--- src/rtl/mem_debug_dumper_if.sv ---
// Debug dump bundle: start/range request, MEM stage debug read port and the byte stream to the UART TX.
interface mem_debug_dumper_if #(
  parameter int BITS_SIZE     = 32,
  parameter int SIZE_MEM_DATA = 10
);
  logic                     i_start;
  logic [BITS_SIZE-1:0]     i_base_addr;
  logic [SIZE_MEM_DATA:0]   i_word_count;
  logic [BITS_SIZE-1:0]     o_addr_mem_debug;
  logic [BITS_SIZE-1:0]     i_mem_dato_debug;
  logic [7:0]               o_tx_data;
  logic                     o_tx_valid;
  logic                     i_tx_ready;
  logic                     o_busy;
  logic                     o_done;

  modport slave (
    input  i_start, i_base_addr, i_word_count, i_mem_dato_debug, i_tx_ready,
    output o_addr_mem_debug, o_tx_data, o_tx_valid, o_busy, o_done
  );

  modport master (
    output i_start, i_base_addr, i_word_count, i_mem_dato_debug, i_tx_ready,
    input  o_addr_mem_debug, o_tx_data, o_tx_valid, o_busy, o_done
  );
endinterface

--- src/rtl/mem_debug_dumper.sv ---
// Walks a word range of data memory via the debug port and streams each word MSB-first as 4 bytes.
// One read-latency cycle per word, then bytes held stable on o_tx_valid until i_tx_ready; all outputs registered.
module mem_debug_dumper #(
  parameter int BITS_SIZE     = 32,
  parameter int SIZE_MEM_DATA = 10
) (
  input logic                i_clk,
  input logic                i_reset,
  mem_debug_dumper_if.slave  dbg
);

  localparam logic [1:0] S_IDLE = 2'd0;
  localparam logic [1:0] S_WAIT = 2'd1;
  localparam logic [1:0] S_SEND = 2'd2;
  localparam logic [1:0] S_DONE = 2'd3;

  localparam logic [SIZE_MEM_DATA:0] CNT_ONE  = (SIZE_MEM_DATA+1)'(1);
  localparam logic [BITS_SIZE-1:0]   ADDR_STEP = BITS_SIZE'(4);

  logic [1:0]               state;
  logic [BITS_SIZE-1:0]     addr;
  logic [BITS_SIZE-1:0]     word;
  logic [1:0]               idx;
  logic [SIZE_MEM_DATA:0]   remaining;
  logic [7:0]               tx_data;
  logic                     tx_valid;
  logic                     busy;
  logic                     done;

  // Byte presented after byte i of the word has been accepted.
  function automatic logic [7:0] byte_after(input logic [31:0] w, input logic [1:0] i);
    case (i)
      2'd0:    byte_after = w[23:16];
      2'd1:    byte_after = w[15:8];
      default: byte_after = w[7:0];
    endcase
  endfunction

  always_ff @(posedge i_clk or negedge i_reset) begin
    if (!i_reset) begin
      state     <= S_IDLE;
      addr      <= '0;
      word      <= '0;
      idx       <= 2'd0;
      remaining <= '0;
      tx_data   <= 8'h00;
      tx_valid  <= 1'b0;
      busy      <= 1'b0;
      done      <= 1'b0;
    end else begin
      done <= 1'b0;
      case (state)
        S_IDLE: begin
          if (dbg.i_start) begin
            if (dbg.i_word_count != '0) begin
              addr      <= {dbg.i_base_addr[BITS_SIZE-1:2], 2'b00};
              remaining <= dbg.i_word_count;
              busy      <= 1'b1;
              state     <= S_WAIT;
            end else begin
              done  <= 1'b1;
              state <= S_DONE;
            end
          end
        end

        S_WAIT: begin
          // The only place the read data is sampled; later changes on the port are ignored.
          word     <= dbg.i_mem_dato_debug;
          idx      <= 2'd0;
          tx_data  <= dbg.i_mem_dato_debug[31:24];
          tx_valid <= 1'b1;
          state    <= S_SEND;
        end

        S_SEND: begin
          if (tx_valid && dbg.i_tx_ready) begin
            if (idx == 2'd3) begin
              tx_valid <= 1'b0;
              if (remaining > CNT_ONE) begin
                remaining <= remaining - CNT_ONE;
                addr      <= addr + ADDR_STEP;
                state     <= S_WAIT;
              end else begin
                remaining <= '0;
                busy      <= 1'b0;
                done      <= 1'b1;
                state     <= S_DONE;
              end
            end else begin
              idx     <= idx + 2'd1;
              tx_data <= byte_after(word, idx);
            end
          end
        end

        default: begin
          state <= S_IDLE;
        end
      endcase
    end
  end

  assign dbg.o_addr_mem_debug = addr;
  assign dbg.o_tx_data        = tx_data;
  assign dbg.o_tx_valid       = tx_valid;
  assign dbg.o_busy           = busy;
  assign dbg.o_done           = done;

endmodule

--- src/flat_wrapper.sv ---
// flat-port wrapper written by rule: the top's interface ports become plain ports
module mem_debug_dumper_flat 
#(
  parameter int BITS_SIZE     = 32,
  parameter int SIZE_MEM_DATA = 10
)
  (i_clk, i_reset, dbg_i_start, dbg_i_base_addr, dbg_i_word_count, dbg_i_mem_dato_debug, dbg_i_tx_ready, dbg_o_addr_mem_debug, dbg_o_tx_data, dbg_o_tx_valid, dbg_o_busy, dbg_o_done);
  mem_debug_dumper_if #(.BITS_SIZE(BITS_SIZE), .SIZE_MEM_DATA(SIZE_MEM_DATA)) dbg_i ();
  input logic i_clk;
  input logic i_reset;
  input wire logic [$bits(dbg_i.i_start)-1:0] dbg_i_start;
  input wire logic [$bits(dbg_i.i_base_addr)-1:0] dbg_i_base_addr;
  input wire logic [$bits(dbg_i.i_word_count)-1:0] dbg_i_word_count;
  input wire logic [$bits(dbg_i.i_mem_dato_debug)-1:0] dbg_i_mem_dato_debug;
  input wire logic [$bits(dbg_i.i_tx_ready)-1:0] dbg_i_tx_ready;
  output wire logic [$bits(dbg_i.o_addr_mem_debug)-1:0] dbg_o_addr_mem_debug;
  output wire logic [$bits(dbg_i.o_tx_data)-1:0] dbg_o_tx_data;
  output wire logic [$bits(dbg_i.o_tx_valid)-1:0] dbg_o_tx_valid;
  output wire logic [$bits(dbg_i.o_busy)-1:0] dbg_o_busy;
  output wire logic [$bits(dbg_i.o_done)-1:0] dbg_o_done;
  assign dbg_i.i_start = dbg_i_start;
  assign dbg_i.i_base_addr = dbg_i_base_addr;
  assign dbg_i.i_word_count = dbg_i_word_count;
  assign dbg_i.i_mem_dato_debug = dbg_i_mem_dato_debug;
  assign dbg_i.i_tx_ready = dbg_i_tx_ready;
  assign dbg_o_addr_mem_debug = dbg_i.o_addr_mem_debug;
  assign dbg_o_tx_data = dbg_i.o_tx_data;
  assign dbg_o_tx_valid = dbg_i.o_tx_valid;
  assign dbg_o_busy = dbg_i.o_busy;
  assign dbg_o_done = dbg_i.o_done;
  mem_debug_dumper #(.BITS_SIZE(BITS_SIZE), .SIZE_MEM_DATA(SIZE_MEM_DATA)) u_core (.i_clk(i_clk), .i_reset(i_reset), .dbg(dbg_i));
endmodule
--- config.mk ---
export PLATFORM = sky130hd
export DESIGN_NAME = mem_debug_dumper_flat
export DESIGN_NICKNAME = d
export VERILOG_FILES = /design/src/rtl/mem_debug_dumper_if.sv /design/src/rtl/mem_debug_dumper.sv /design/src/flat_wrapper.sv
export SDC_FILE = /design/constraint.sdc
export NUM_CORES = 1
export LEC_CHECK = 0
export CAP_MARGIN = 20
export CORE_UTILIZATION = 50
export CTS_BUF_LIST = sky130_fd_sc_hd__clkbuf_2
export DETAILED_ROUTE_END_ITERATION = 8
export PLACE_DENSITY_LB_ADDON = 0.3
export SLEW_MARGIN = 20
export SYNTH_ARGS = -nofsm -noshare
export SYNTH_HDL_FRONTEND = slang
export SYNTH_SLANG_ARGS = --single-unit
--- constraint.sdc ---
create_clock -name i_clk -period 2.9 [get_ports i_clk]
set_input_delay 0.29 -clock i_clk [delete_from_list [all_inputs] [get_ports i_clk]]
set_output_delay 0.29 -clock i_clk [all_outputs]
set_load 0.02 [all_outputs]
Fig. 1: pin placement
Scale: 4 px per um. Pins as bars across the die edge, other pins in grey.
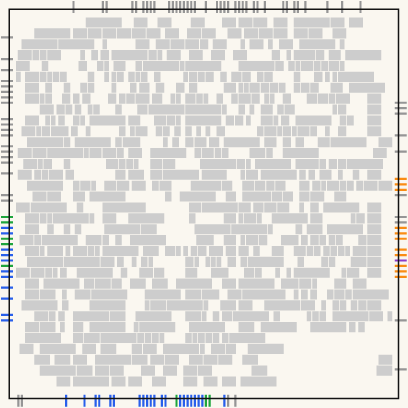
- `dbg_i_word_count`: orange (pins 11; direction input; edge east)
- `dbg_i_mem_dato_debug`: blue (pins 32; direction input; edge 21 south, 11 west)
- `dbg_o_tx_data`: green (pins 8; direction output; edge 5 west, 3 south)
- `dbg_o_done`: purple (pins 1; direction output; edge east)
Die Ht: 97.0 um
Die W: 97.0 um
number of port buffers: 117

Fig. 2: clock wiring as the flow saved it
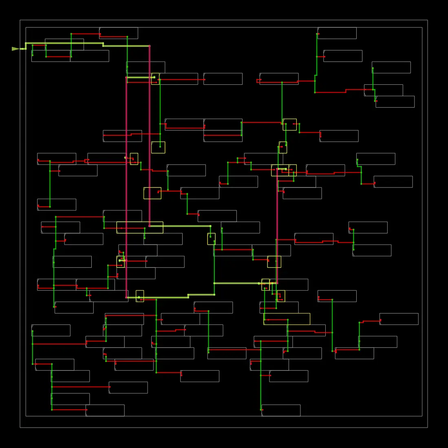
CLK BUF: 9
clock group power: 0.758 mW

==> out/metrics.cfg <==
[cells_and_area]
drive_gt1_share_pct=12.2
clk_share_pct=2.59
n_all_inverters=12
nFlopsAndLatches=80
biggestCellCategory=combinational gates
comb.multi_input.count=366
fillers=728
finalNetCount=685
nNonClkBuffers=131
utilization_pct=68.1
syn2layout_area_growth_pct=31.6
area.combinational_sq_um=2310
comb-cell-share_pct=38.9
antennaDiodeCount=0
lay_top_cells=clkdlybuf4s50_1, dfrtp_1, a21oi_1
seq_share_pct=33.7
seq_area_sq_um=2000
finalNonFillerCells=713
lay_top_count=clkdlybuf4s50_1
stdcell_area_sq_um=5940
nonClkBufAreaFrac_pct=21.8

[worst_setup_path]
crit_end=u_core.dbg.o_addr_mem_debug[25]
r2r-start=u_core.remaining[3]
r2r_end=u_core.dbg.o_addr_mem_debug[25]
crit_path_end_kind=register
start_kind=register
r2r_slack_ns=0.40
cp.arrival_ns=2.97
critical_path_class=reg -> reg
startpoint=u_core.remaining[3]
cp_max_fo=18
reg2regPathDepth=6
required_ns=3.37

[power]
leakage_nw=2.41
clockPowerShare_pct=37.6
switching_share_pct=24.7
total_power_mw=2.01
powerDensity_nw_per_um2=339
power.switching_mw=0.496
power_frac_comb_pct=6.8
power-top-group=registers
p_seq_mw=1.12
power.share.sequential_pct=55.6
ir_worst_vdd_uv=210
powerComb_mw=0.136
intPower_mw=1.52

[run]
drv_cap=0
warnings=31

[clock_network]
post-cts-setup-buffers=0
cts_resized=0
clkLatencyLatePin_ns=0.55
cts_max_level=3
cts_hold_buffers=1
tritoncts=done
clockBufferDepth=2
cts.sinks=80
cts_buffers=9
clkTransAtPathRegs_ns=0.27
root_buffer=clkbuf_2

[synth]
xor_share_pct=0
topCombFamilyByArea=AND-OR/OR-AND gates
synthTopCellsByCount=dfrtp_1, a21oi_1, nand2_1, o21ai_0, nor2_1
postSynthAreaPerCell_sq_um=9.17
ys_sh_aoi_pct=24.4
synth_adder_area_share_pct=1.66
yosysTopAreaCell=dfrtp_1
synthCells=492
top_area_share_pct=44.4
synthArstFlopShare_pct=100
ys_chip_area_sq_um=4510
yosys_warnings=0
simple_gate_area_share_pct=18.3
mux_area_share_pct=6.22
yosysUniqueCellTypes=61
synth_flops=80
syn_area_sq_um=4510
yosys-top-cells-area=dfrtp_1, mux2_2, a21oi_1
yosys_cells=492
synth_seq_share_pct=44.4
synth.most_common_cell=dfrtp_1
ff_type=dfrtp_1
edf_count=0

[placement]
place_inst=696
preCtsSetupSlack_ns=0.468
placed_area_sq_um=5770
place.gp.congestion=0.876
hpwl_um=8550

[outcome]
outcome=complete, no violations

[global_routing]
grt_use_total_pct=27.3
grt_pass1_wl_um=20900
grt_max_degree=81
antenna_found_initial=0
grt_pass1_vias=4384
grt_overflow=0

[sta]
max_freq_ghz=0.400
setup_tns_ns=0
worst_slack_ns=0.401
rsz0062_at_grt=false
clock_skew_ns=0.0406
post-route-period-util_pct=86.2
report.final.slew_viol_count=0
worst_slew_pin_slew_ns=0.722
setup_violations=0
hold_viol_final=0
relSlewSlack_pct=51.9
hold_slack_ns=0.289
period_minus_slack_ns=2.50

[routing]
totalWireLength_um=12300
drt_iter0_markers=271
drc=0
routed_wire_length_per_instance_um=17.3
detail-route-antenna-nets=0
via_per_inst=6.22
route.vias.total=4436
dr.pass1.iters=4

[floorplanning]
floorplan.core_util_pct=51.7
chipArea_sq_um=9400
pin_count=122
core_area_sq_um=8720
core.rowCount=34
taps=108

[min_path]
worstHoldPathType=in -> async

[state kept, by name, summed over array words and instances (netlist names)]
register,count
u_core.dbg.o_addr_mem_debug,30
u_core.dbg.o_busy,1
u_core.dbg.o_done,1
u_core.dbg.o_tx_data,8
u_core.dbg.o_tx_valid,1
u_core.idx,2
u_core.remaining,11
u_core.state,2
u_core.word,24
[worst max-delay path, stage by stage, from the launching register on]
cell      delay [ns]
dfrtp_1         0.48
or3_4           0.44
or4_4           0.70
o211ai_4        0.22
buf_4           0.30
a21oi_1         0.07
o211a_1         0.21
[metal layers]
metal	track usage, %	up-vias	wire length [um]
li1	-	2059	-
met1	35.8	2135	5010
met2	43.6	218	6060
met3	5.85	24	965
met4	11.8	0	264
met5	0	-	0
Power is estimated from default activity; no workload was simulated.
